$ cat config.mk
export PLATFORM = sky130hd
export DESIGN_NAME = mac_acc_unit
export DESIGN_NICKNAME = d
export VERILOG_FILES = /design/src/rtl/mac_acc_pkg.sv /design/src/rtl/mac_acc_fifo.sv /design/src/rtl/mac_acc_unit.sv
export SDC_FILE = /design/constraint.sdc
export NUM_CORES = 1
export LEC_CHECK = 0
export CORE_MARGIN = 2
export CORE_UTILIZATION = 60
export CTS_CLUSTER_DIAMETER = 200
export DETAILED_ROUTE_END_ITERATION = 8
export GPL_TIMING_DRIVEN = 0
export HOLD_SLACK_MARGIN = 0.15
export PLACE_DENSITY = 0.81
export SYNTH_ARGS = -nofsm -noshare
export SYNTH_HDL_FRONTEND = slang
export SYNTH_SLANG_ARGS = --single-unit
$ cat constraint.sdc
create_clock -name nvdla_core_clk -period 7.03 [get_ports nvdla_core_clk]
set_input_delay 1.406 -clock nvdla_core_clk [delete_from_list [all_inputs] [get_ports nvdla_core_clk]]
set_output_delay 1.406 -clock nvdla_core_clk [all_outputs]
set_load 0.03 [all_outputs]
$ cat src/rtl/mac_acc_pkg.sv
// mac_acc_pkg: shared widths, FSM state type and the saturating adder
// used by the channel-reduction accumulator.
package mac_acc_pkg;

    localparam int IN_W_DEF       = 19;
    localparam int ACC_W_DEF      = 32;
    localparam int LEN_W_DEF      = 8;
    localparam int FIFO_DEPTH_DEF = 4;

    typedef enum logic {
        IDLE = 1'b0,
        ACC  = 1'b1
    } acc_state_e;

    // Adds two w-bit signed values (sign-extended to 64 bits) and clamps
    // the sum into the signed w-bit range. Returns {clamped, sum}.
    function automatic logic [64:0] sat_add(
        input logic signed [63:0] a,
        input logic signed [63:0] b,
        input int                 w
    );
        logic signed [63:0] s;
        logic signed [63:0] hi;
        logic signed [63:0] lo;
        logic [64:0]        r;
        s  = a + b;
        hi = (64'sd1 <<< (w - 1)) - 64'sd1;
        lo = ~hi;
        r  = {1'b0, s};
        if (s > hi) begin
            r = {1'b1, hi};
        end else if (s < lo) begin
            r = {1'b1, lo};
        end
        return r;
    endfunction

endpackage

$ cat src/rtl/mac_acc_fifo.sv
// mac_acc_fifo: small synchronous result FIFO. No fall-through; a push
// into a full FIFO is accepted only when a pop happens in the same cycle.
module mac_acc_fifo
    import mac_acc_pkg::*;
#(
    parameter int W     = 33,
    parameter int DEPTH = 4
) (
    input  logic         clk_i,
    input  logic         rst_i,
    input  logic         push_i,
    input  logic [W-1:0] push_data_i,
    input  logic         pop_i,
    output logic         full_o,
    output logic         empty_o,
    output logic [W-1:0] head_o
);

    localparam int AW = $clog2(DEPTH);

    logic [W-1:0]  mem_q [DEPTH];
    logic [AW-1:0] wr_q;
    logic [AW-1:0] rd_q;
    logic [AW:0]   cnt_q;
    logic [AW:0]   cnt_d;
    logic          do_push;
    logic          do_pop;

    assign empty_o = (cnt_q == '0);
    assign full_o  = (cnt_q == (AW + 1)'(DEPTH));
    assign head_o  = mem_q[rd_q];
    assign do_pop  = pop_i & ~empty_o;
    assign do_push = push_i & (~full_o | do_pop);

    // Occupancy follows the accepted push/pop pair.
    always_comb begin
        cnt_d = cnt_q;
        unique case ({do_push, do_pop})
            2'b10:   cnt_d = cnt_q + 1'b1;
            2'b01:   cnt_d = cnt_q - 1'b1;
            default: cnt_d = cnt_q;
        endcase
    end

    // Storage and pointers; pointers wrap naturally at DEPTH.
    always_ff @(posedge clk_i or posedge rst_i) begin
        if (rst_i) begin
            for (int i = 0; i < DEPTH; i++) begin
                mem_q[i] <= '0;
            end
            wr_q  <= '0;
            rd_q  <= '0;
            cnt_q <= '0;
        end else begin
            if (do_push) begin
                mem_q[wr_q] <= push_data_i;
                wr_q        <= wr_q + 1'b1;
            end
            if (do_pop) begin
                rd_q <= rd_q + 1'b1;
            end
            cnt_q <= cnt_d;
        end
    end

endmodule

$ cat src/rtl/mac_acc_unit.sv
// mac_acc_unit: sums cfg_acc_len+1 valid MAC partial sums into one signed
// result, queues results and presents them on a valid/ready port.
module mac_acc_unit
    import mac_acc_pkg::*;
#(
    parameter int IN_W       = IN_W_DEF,
    parameter int ACC_W      = ACC_W_DEF,
    parameter int LEN_W      = LEN_W_DEF,
    parameter int FIFO_DEPTH = FIFO_DEPTH_DEF
) (
    input  logic             nvdla_core_clk,
    input  logic             nvdla_core_rst,
    input  logic             cfg_reg_en,
    input  logic [LEN_W-1:0] cfg_acc_len,
    input  logic             cfg_sat_en,
    input  logic [IN_W-1:0]  mac_out_data,
    input  logic             mac_out_pvld,
    output logic [ACC_W-1:0] acc_out_data,
    output logic             acc_out_sat,
    output logic             acc_out_pvld,
    input  logic             acc_out_prdy,
    output logic             acc_busy,
    output logic             acc_ovf_err
);

    acc_state_e       state_q, state_d;
    logic [ACC_W-1:0] acc_q, acc_d;
    logic [LEN_W-1:0] cnt_q, cnt_d;
    logic             sat_q, sat_d;
    logic [LEN_W-1:0] cfg_len_q, cfg_len_d;
    logic             cfg_sat_q, cfg_sat_d;
    logic             err_q, err_d;

    logic [ACC_W-1:0] data_ext;
    logic [64:0]      sa;
    logic             sa_clip;
    logic [63-ACC_W:0] sa_hi_unused;
    logic [ACC_W-1:0] sa_sum;
    logic [ACC_W-1:0] wrap_sum;
    logic [ACC_W-1:0] beat_sum;
    logic             beat_clip;

    logic             push;
    logic [ACC_W:0]   push_data;
    logic             pop;
    logic             fifo_full;
    logic             fifo_empty;
    logic [ACC_W:0]   fifo_head;

    assign data_ext = {{(ACC_W - IN_W){mac_out_data[IN_W-1]}}, mac_out_data};

    assign sa = sat_add({{(64 - ACC_W){acc_q[ACC_W-1]}}, acc_q},
                        {{(64 - ACC_W){data_ext[ACC_W-1]}}, data_ext},
                        ACC_W);
    assign {sa_clip, sa_hi_unused, sa_sum} = sa;

    assign wrap_sum  = acc_q + data_ext;
    assign beat_sum  = cfg_sat_q ? sa_sum : wrap_sum;
    assign beat_clip = cfg_sat_q & sa_clip;

    assign pop = acc_out_pvld & acc_out_prdy;

    // FSM, accumulator, beat counter and config capture.
    always_comb begin
        state_d   = state_q;
        acc_d     = acc_q;
        cnt_d     = cnt_q;
        sat_d     = sat_q;
        cfg_len_d = cfg_len_q;
        cfg_sat_d = cfg_sat_q;
        push      = 1'b0;
        push_data = {sat_q | beat_clip, beat_sum};
        unique case (state_q)
            IDLE: begin
                if (mac_out_pvld) begin
                    acc_d = data_ext;
                    cnt_d = LEN_W'(1);
                    sat_d = 1'b0;
                    if (cfg_len_q == '0) begin
                        push      = 1'b1;
                        push_data = {1'b0, data_ext};
                    end else begin
                        state_d = ACC;
                    end
                end else if (cfg_reg_en) begin
                    cfg_len_d = cfg_acc_len;
                    cfg_sat_d = cfg_sat_en;
                end
            end
            ACC: begin
                if (mac_out_pvld) begin
                    if (cnt_q == cfg_len_q) begin
                        push    = 1'b1;
                        acc_d   = '0;
                        cnt_d   = '0;
                        sat_d   = 1'b0;
                        state_d = IDLE;
                    end else begin
                        acc_d = beat_sum;
                        cnt_d = cnt_q + 1'b1;
                        sat_d = sat_q | beat_clip;
                    end
                end
            end
            default: state_d = IDLE;
        endcase
    end

    // Sticky drop flag: a result met a full FIFO with no pop to make room.
    always_comb begin
        err_d = err_q | (push & fifo_full & ~pop);
    end

    // State registers.
    always_ff @(posedge nvdla_core_clk or posedge nvdla_core_rst) begin
        if (nvdla_core_rst) begin
            state_q   <= IDLE;
            acc_q     <= '0;
            cnt_q     <= '0;
            sat_q     <= 1'b0;
            cfg_len_q <= '0;
            cfg_sat_q <= 1'b0;
            err_q     <= 1'b0;
        end else begin
            state_q   <= state_d;
            acc_q     <= acc_d;
            cnt_q     <= cnt_d;
            sat_q     <= sat_d;
            cfg_len_q <= cfg_len_d;
            cfg_sat_q <= cfg_sat_d;
            err_q     <= err_d;
        end
    end

    mac_acc_fifo #(
        .W     (ACC_W + 1),
        .DEPTH (FIFO_DEPTH)
    ) u_fifo (
        .clk_i       (nvdla_core_clk),
        .rst_i       (nvdla_core_rst),
        .push_i      (push),
        .push_data_i (push_data),
        .pop_i       (pop),
        .full_o      (fifo_full),
        .empty_o     (fifo_empty),
        .head_o      (fifo_head)
    );

    assign acc_out_data = fifo_head[ACC_W-1:0];
    assign acc_out_sat  = fifo_head[ACC_W];
    assign acc_out_pvld = ~fifo_empty;
    assign acc_busy     = (state_q == ACC) | ~fifo_empty;
    assign acc_ovf_err  = err_q;

endmodule

Run 1, M2 wires:
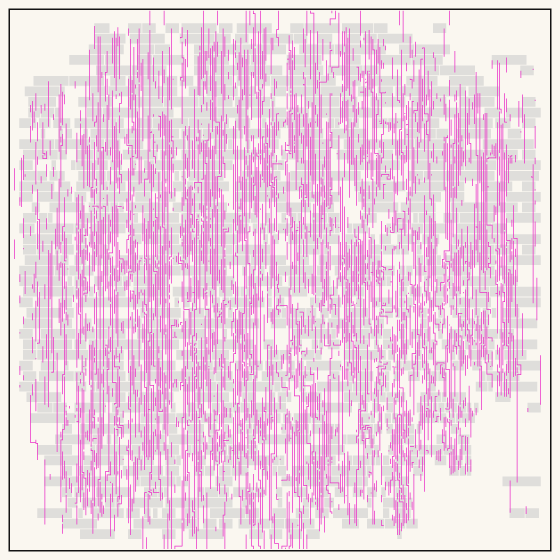
main direction: vertical
nets with wire on the layer: 1038
final wirelength: 30800 um
met2 Use GR: 51.5%
Via Count: 9217

Run 1, met1 routing:
Bar = 50 um. Supply wires on this layer in gray.
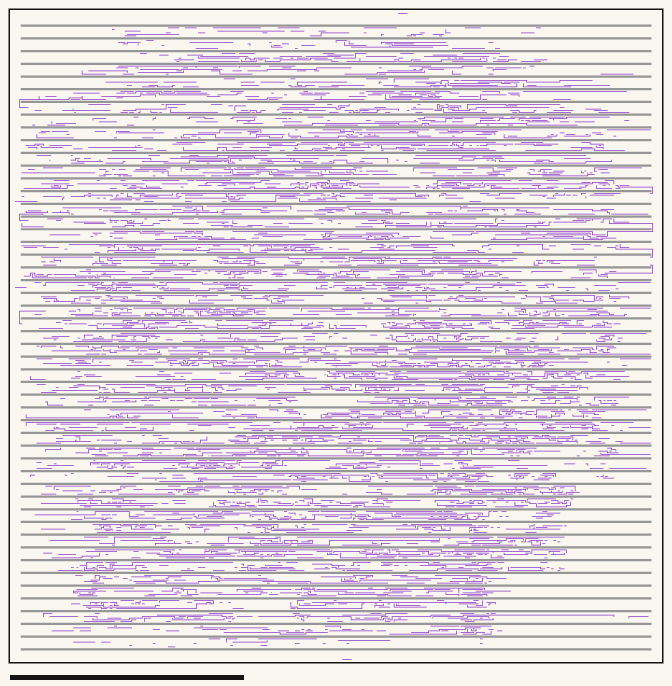
wire length on this layer: 12800 um
main direction: horizontal
GR met1 Demand/Resource: 44.8%

Run 1, routing congestion:
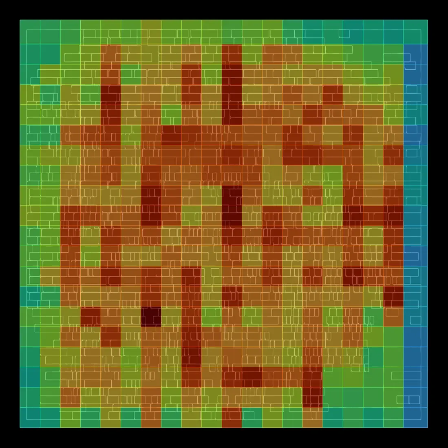
post-layout util: 70.0%
GRT Overall Usage: 32.8%

==> ci_impl_report.md, run 1 <==
## Implementation flow summary

| Metric | Value |
|---|---|
| GRT Residual Overflow | 0 |
| Vias in the first global route | 9089 |
| Post-CTS Setup Bufs | 0 |
| Number of port buffers | 67 |
| Placed Cells | 1323 |
| Cell Count, Final, Fillers Out | 1355 |
| CTS sink cnt | 191 |
| Initial antenna violation count | 0 |
| Largest area contributor in the netlist | dfrtp_1 |
| Main flop type after synthesis | dfrtp_1 |
| Die span in y | 139 um |
| Max cap viols | 0 |
| CTS Hold Buffers Added | 0 |
| DIE WIDTH | 139 um |
| Yosys cell count | 1026 |
| # setup viols final | 0 |
| Mapped cell area | 0.0110 mm^2 |
| Post-DP HPWL | 22400 um |
| Drt drc | 0 |
| CP endpoint kind | flip-flop |
| Hold_ws | 473 ps |
| Warnings, synthesis | 0 |
| CP startpoint kind | input pin |
| Crit path DAT | 5910 ps |
| Synth async-reset ratio | 100% |
| H-tree levels | 4 |
| Seq cells post-synth | 191 |
| Router iterations before antenna repair | 5 |
| Cells after Synth | 1026 |
| First-pass GRT wire length | 50100 um |
| Netlist cell types | 67 |
| Worst-margin pin slew | 1020 ps |
| Rows | 49 |
| Vias per Instance | 6.80 |
| CTS root buffer | clkbuf_16 |
| Tool warning count | 31 |
| Reg2reg path depth | 11 |
| Die area | 0.0194 mm^2 |
| RSZ-0062 raised after global routing | false |
| Initial Util | 61.2% |
| Critical Path Fanout Max | 16 |
| Synth Net Count | 1099 |
| Starting DRT DRC Count | 941 |
| Fin. max-slew vios | 0 |
| N_diodes | 0 |
| Crit Path Class | in -> reg |
| Worst path required time | 7420 ps |
| Cell leakage power | 5.43 nW |
| Area leader share | 43.5% |
| CTS tree | built |
| Peak VDD IR | 0.279 mV |
| Clk ins delay skew pair | 460 ps |
| Most common cell in the netlist | dfrtp_1 |
| Top cells by count | dfrtp_1 (191), nand2_1 (98), o221a_2 (65), nor2_1 (64), a21oi_1 (62) |
| Sequential-to-total area share from yosys stat | 43.5% |
| Top post-synthesis cells by area | dfrtp_1 (43%), mux4_2 (6.8%), o221a_2 (6.7%) |
| Synthesis-to-layout area growth | 14.4% |
| CTS clock-pin slew for the worst setup and hold paths | 80 ps |
| Minimum clock period | 5520 ps |
| Top Ports | 69 |
| Worst Hold Depth | 1 |
| Fin. Hold Viols | 0 |
| Setup Skew | 16.9 ps |
| WL/cell | 22.7 um |
| Outcome | finished, final reports clean |
| Pin count of the biggest net entering global routing | 107 |
| RePlAce Congestion | 0.932 |
| Buffer depth of the longest clock path | 2 |
| PwrDens | 429 mW/mm^2 |
| Final #Nets | 1186 |
| Cts repair resizes | 0 |
| CTS Buf Count | 17 |
| Worst slew margin | 32.0% |
| Cycle use final | 78.5% |
| Hold WC Path Type | reg -> reg |
| EDFF count, synth | 0 |
| Core ar. | 0.0180 mm^2 |
| Peak Freq | 0.181 GHz |
| Layout cells sized above 1 | 17.6% |
| YS chip area | 0.0110 mm^2 |
| Routed Antenna Nets | 0 |
| Syn_area_per_cell | 10.7 um^2 |
## run 1: layout make-up
| cell class | instances | area, um^2 |
|---|---|---|
| Sequential cell | 191 | 4780 |
| Clock buffer | 17 | 425 |
| Multi-Input combinational cell | 743 | 5850 |
| Fill cell | 1303 | 5390 |
| Clock inverter | 15 | 168 |
| Timing Repair Buffer | 68 | 698 |
| Inverter | 20 | 82.6 |
| Buffer | 72 | 289 |
| Tap cell | 229 | 287 |
## run 1: flip-flops by register name, summed over array words and instances, names as in the netlist
register,cells
cfg_sat_q,1
u_fifo.cnt_q,3
acc_ovf_err,1
u_fifo.mem_q,132
cfg_len_q,8
cnt_q,8
state_q,1
acc_q,32
u_fifo.wr_q,2
sat_q,1
u_fifo.rd_q,2
## run 1: cell usage in the layout (no fill, tap or decap), drive strengths merged, types with 13 or more instances in the layout
cell and n:
a21oi 64, a221o 16, and2 13, buf 21, clkbuf 69, clkdlybuf4s50 67
dfrtp 191, ha 38, inv 26, mux2 41, mux4 33, nand2 98
nand3 15, nand4 15, nor2 64, nor3 15, o21a 13, o21ai 54
o221a 65, o31ai 30, xnor2 14, xor2 26
## run 1: power by group
part	switching [mW]	leakage [nW]	internal, mW
Combinational	1.74	2.63	1.09
Clock	0.497	0.283	0.476
Sequential	0.202	2.52	1.39
## run 1: metrics by stage
stage | power [mW] | area (um^2) | setup slack [ps] | setup TNS [ps] | utilization, %
CTS | 5.33 | 12600 | 1640 | 0 | 70.0
global placement | 4.29 | 11900 | -2080 | -393950 | 66.5
detailed placement | 4.36 | 12000 | 1190 | 0 | 66.7
finish | 5.39 | 12600 | 1510 | 0 | 70.0
floorplan | 3.54 | 11000 | 425 | 0 | -
global route | 5.70 | 12600 | 1350 | 0 | 70.0
## run 1: cells by family after synthesis
logic type	share of synthesized area (%)
simple gates	10.9
flops	43.5
mux	11.9
xor+xnor	3.19
fa+ha+maj	4.69
buf+inv	3.31
compound gates	22.5
## run 1: final timing paths
check / start / end / slack (ps)
max reg2reg: acc_q[0] / acc_q[26] / 3010
max in group asynchronous: nvdla_core_rst / u_fifo.rd_q[0] / 4700
min: acc_ovf_err / acc_ovf_err / 470
min reg2reg: acc_ovf_err / acc_ovf_err / 470
max: mac_out_data[18] / acc_q[26] / 1510
min in group asynchronous: nvdla_core_rst / acc_q[8] / 1430
## run 1: per-layer routing
metal,share of wire [%],vias to the layer above,GRT usage [%]
li1,-,4104,-
met1,42,4601,44.8
met2,47,433,51.5
met3,7.7,79,6.71
met4,3.9,0,14.1
met5,0,-,0
## run 1: critical path: stages
cell and delay (ps):
clkdlybuf4s50_1 800, ha_1 500, clkbuf_1 370, nand4_1 270, nor3_1 360, a22o_1 200
a31oi_1 70, o211ai_2 430, o21ai_2 270, nor3_1 860, o221a_2 350
==> run 1 -> run 2 <==
CORE_UTILIZATION = 54   (was 60)
PLACE_DENSITY = 0.77   (was 0.81)
clock period = 4.45 ns   (was 7.03 ns; I/O delays follow)
Run 2, M2 wires:
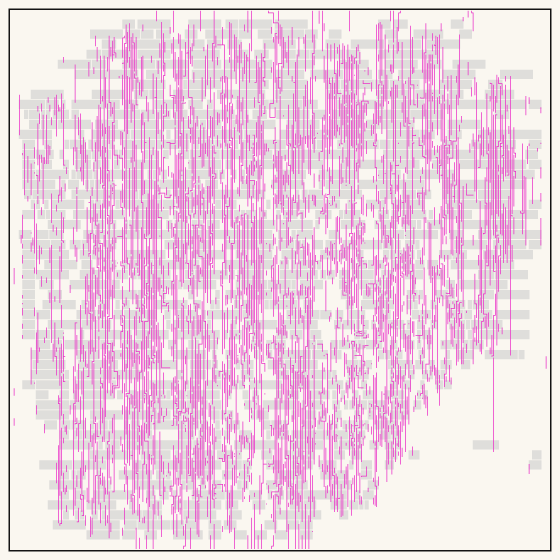
share of all routed wire: 47%
longest straight run: 75.8 um
final wirelength: 31400 um
met2 Use GR: 47.2%

Run 2, routing congestion:
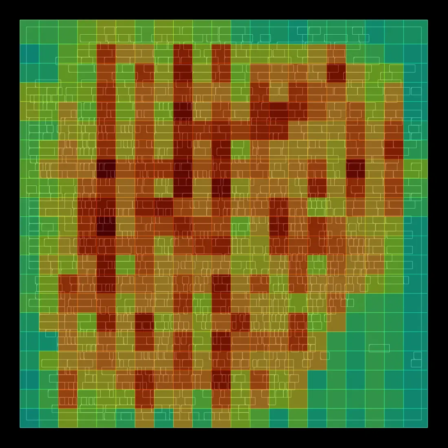
WL/cell: 22.4 um
met3 Use GR: 4.75%
post-layout util: 63.4%

==> run 2 against run 1 <==
Against the previous run:
- total power increased by 59%
- clock power increased by about 60%
- global-route usage decreased by 2.8 points
- via count decreased by 0.18%
- largest power group unchanged
- largest cell class unchanged
- hold slack improved by 3.5 ps
==> ci_impl_report.md, run 2 <==
## Implementation flow summary

| Metric | Value |
|---|---|
| Most frequent cells in the layout | dfrtp_1 (191), nand2_1 (98), clkdlybuf4s50_1 (66) |
| Max cap viols | 0 |
| Peak Freq | 0.234 GHz |
| Seq cells post-synth | 191 |
| CP startpoint | mac_out_data[0] |
| Drt drc | 0 |
| Peak VDD IR | 0.306 mV |
| Area leader share | 43.5% |
| Critical Path Fanout Max | 10 |
| Worst r2r dst | u_fifo.mem_q[9] |
| Hold_ws | 476 ps |
| Largest area contributor in the netlist | dfrtp_1 |
| Crit Path Class | in -> reg |
| Crit path capture | u_fifo.mem_q[109] |
| Warnings, synthesis | 0 |
| Worst Hold Depth | 1 |
| Worst path required time | 4850 ps |
| EDFF count, synth | 0 |
| Synthesis-to-layout area growth | 16.0% |
| Layout Cell Area excl Fill | 0.0127 mm^2 |
| Top cells by count | dfrtp_1 (191), nand2_1 (98), o221a_2 (65), nor2_1 (64), a21oi_1 (62) |
| Fin. Hold Viols | 0 |
| Top Ports | 69 |
| Rows | 52 |
| Area of placed instances | 0.0121 mm^2 |
| Most numerous logic cell after layout | dfrtp_1 |
| Main flop type after synthesis | dfrtp_1 |
| CTS clock-pin slew for the worst setup and hold paths | 80 ps |
| Router iterations before antenna repair | 5 |
| Flop-to-flop setup slack | 640 ps |
| Final #Nets | 1191 |
| CP endpoint kind | flip-flop |
| Buffer depth of the longest clock path | 2 |
| Netlist cell types | 67 |
| Layout cells sized above 1 | 19.2% |
| Beginning of the worst register-to-register path | state_q |
| Cell leakage power | 5.48 nW |
| Number of port buffers | 67 |
| GRT Overall Usage | 30.0% |
| Setup Skew | 14.5 ps |
| Hold WC Path Type | reg -> reg |
| Clk ins delay skew pair | 450 ps |
| Cycle use final | 96.0% |
| Outcome | finished, final reports clean |
| Grt peak-use layer | met2 |
| Vias in the first global route | 9233 |
| RePlAce Congestion | 0.907 |
| Initial antenna violation count | 0 |
| Yosys cell count | 1026 |
| Synth async-reset ratio | 100% |
| Post-DP HPWL | 22800 um |
| CTS root buffer | clkbuf_16 |
| HP Start | acc_ovf_err |
| Sequential-to-total area share from yosys stat | 43.5% |
| Minimum clock period | 4270 ps |
| RSZ-0062 raised after global routing | false |
| Fin. max-slew vios | 0 |
| N_diodes | 0 |
| CP startpoint kind | input pin |
| Die span in y | 147 um |
| Die area | 0.0215 mm^2 |
| Core ar. | 0.0201 mm^2 |
| Syn_area_per_cell | 10.7 um^2 |
| Top post-synthesis cells by area | dfrtp_1 (43%), mux4_2 (6.8%), o221a_2 (6.7%) |
| GRT Residual Overflow | 0 |
| Synth Net Count | 1099 |
| Worst slew margin | 30.0% |
| Via Count | 9200 |
| DIE WIDTH | 147 um |
| Most common cell in the netlist | dfrtp_1 |
| Max reg flops | 132 |
| Placed Cells | 1368 |
| Starting DRT DRC Count | 969 |
| Reg2reg path depth | 8 |
| Largest Register | u_fifo.mem_q |
| First-pass GRT wire length | 50500 um |
| CTS sink cnt | 191 |
| CTS Hold Buffers Added | 0 |
| CTS Buf Count | 17 |
| PwrDens | 675 mW/mm^2 |
| Tool warning count | 29 |
| Crit path DAT | 4670 ps |
| GR met1 Demand/Resource | 40.9% |
| Mapped cell area | 0.0110 mm^2 |
| Top Registers | u_fifo.mem_q: 132 flops, acc_q: 32 flops |
| Routed Antenna Nets | 0 |
| Vias per Instance | 6.57 |
| Worst-margin pin slew | 1050 ps |
| Cell Count, Final, Fillers Out | 1401 |
| H-tree levels | 4 |
| YS chip area | 0.0110 mm^2 |
| # setup viols final | 0 |
| Pin count of the biggest net entering global routing | 43 |
| CTS tree | built |
| Cells after Synth | 1026 |
| Initial Util | 54.7% |
-- run 2: cell counts after synthesis --
No cell type changed its count.
-- run 2: metrics by stage --
step                      TNS (ps)  setup slack [ps]  power, mW
final                            0               180       8.60
after floorplan                  0               999       5.60
after detailed placement    -98200              -926       6.88
after global routing             0              10.9       9.09
after CTS                        0             0.812       8.48
after global placement     -180830              -858       6.78
-- run 2: timing repair --
action                                 4_1_cts  5_1_grt
setup endpoints to repair                  147      153
setup buffers                                0        1
gates resized                                6       13
gates cloned                                 0        0
pin swaps                                    0        1
endpoints found under the hold margin        0        0
-- run 2: report_power, final --
part | switching [mW] | leakage (nW) | total [mW] | internal, mW
registers | 0.309 | 2.52 | 2.50 | 2.19
logic | 2.77 | 2.68 | 4.53 | 1.76
clock network | 0.803 | 0.285 | 1.56 | 0.760
-- run 2: metal layers --
layer | vias to the layer above | wire length (um)
li1 | 4113 | -
met1 | 4616 | 13300
met2 | 390 | 14700
met3 | 81 | 1990
met4 | 0 | 1380
met5 | - | 0
-- run 2: worst min path at each step --
| stage | to |
|---|---|
| finish | acc_ovf_err |
| global route | acc_ovf_err |
| CTS | u_fifo.mem_q[3] |
| detailed placement | u_fifo.mem_q[3] |
| global placement | acc_ovf_err |
| floorplan | u_fifo.mem_q[35] |
-- run 2: worst max-delay path: stages --
cell and delay, ps:
clkdlybuf4s50_1 570, ha_1 240, inv_1 70, fa_1 410
nand2b_1 180, a21oi_1 280, o31a_1 330, a31oi_1 220
o21ai_2 370, a211oi_4 170, buf_2 260, a21oi_2 430
mux2_2 240
-- run 2: layout make-up --
type                            instances  area, um^2
Tap cell                              270         338
Clock inverter                         14         161
Sequential cell                       191        4780
Multi-Input combinational cell        743        5900
Clock buffer                           18         429
Inverter                               20        78.8
Buffer                                 72         290
Timing Repair Buffer                   73         773
Fill cell                            1609        7360
-- run 2: kinds of logic (layout without fill, tap and decap cells) --
| kind of cell | after synthesis | after routing | share of synthesized area, % |
|---|---|---|---|
| fa+ha+maj | 40 | 40 | 4.69 |
| compound gates | 321 | 321 | 22.5 |
| xor+xnor | 40 | 40 | 3.19 |
| mux | 84 | 84 | 11.9 |
| flops | 191 | 191 | 43.5 |
| simple gates | 258 | 258 | 10.9 |
| buf+inv | 92 | 197 | 3.31 |
Power figures rest on the tool's default switching activity, not on a simulated workload.
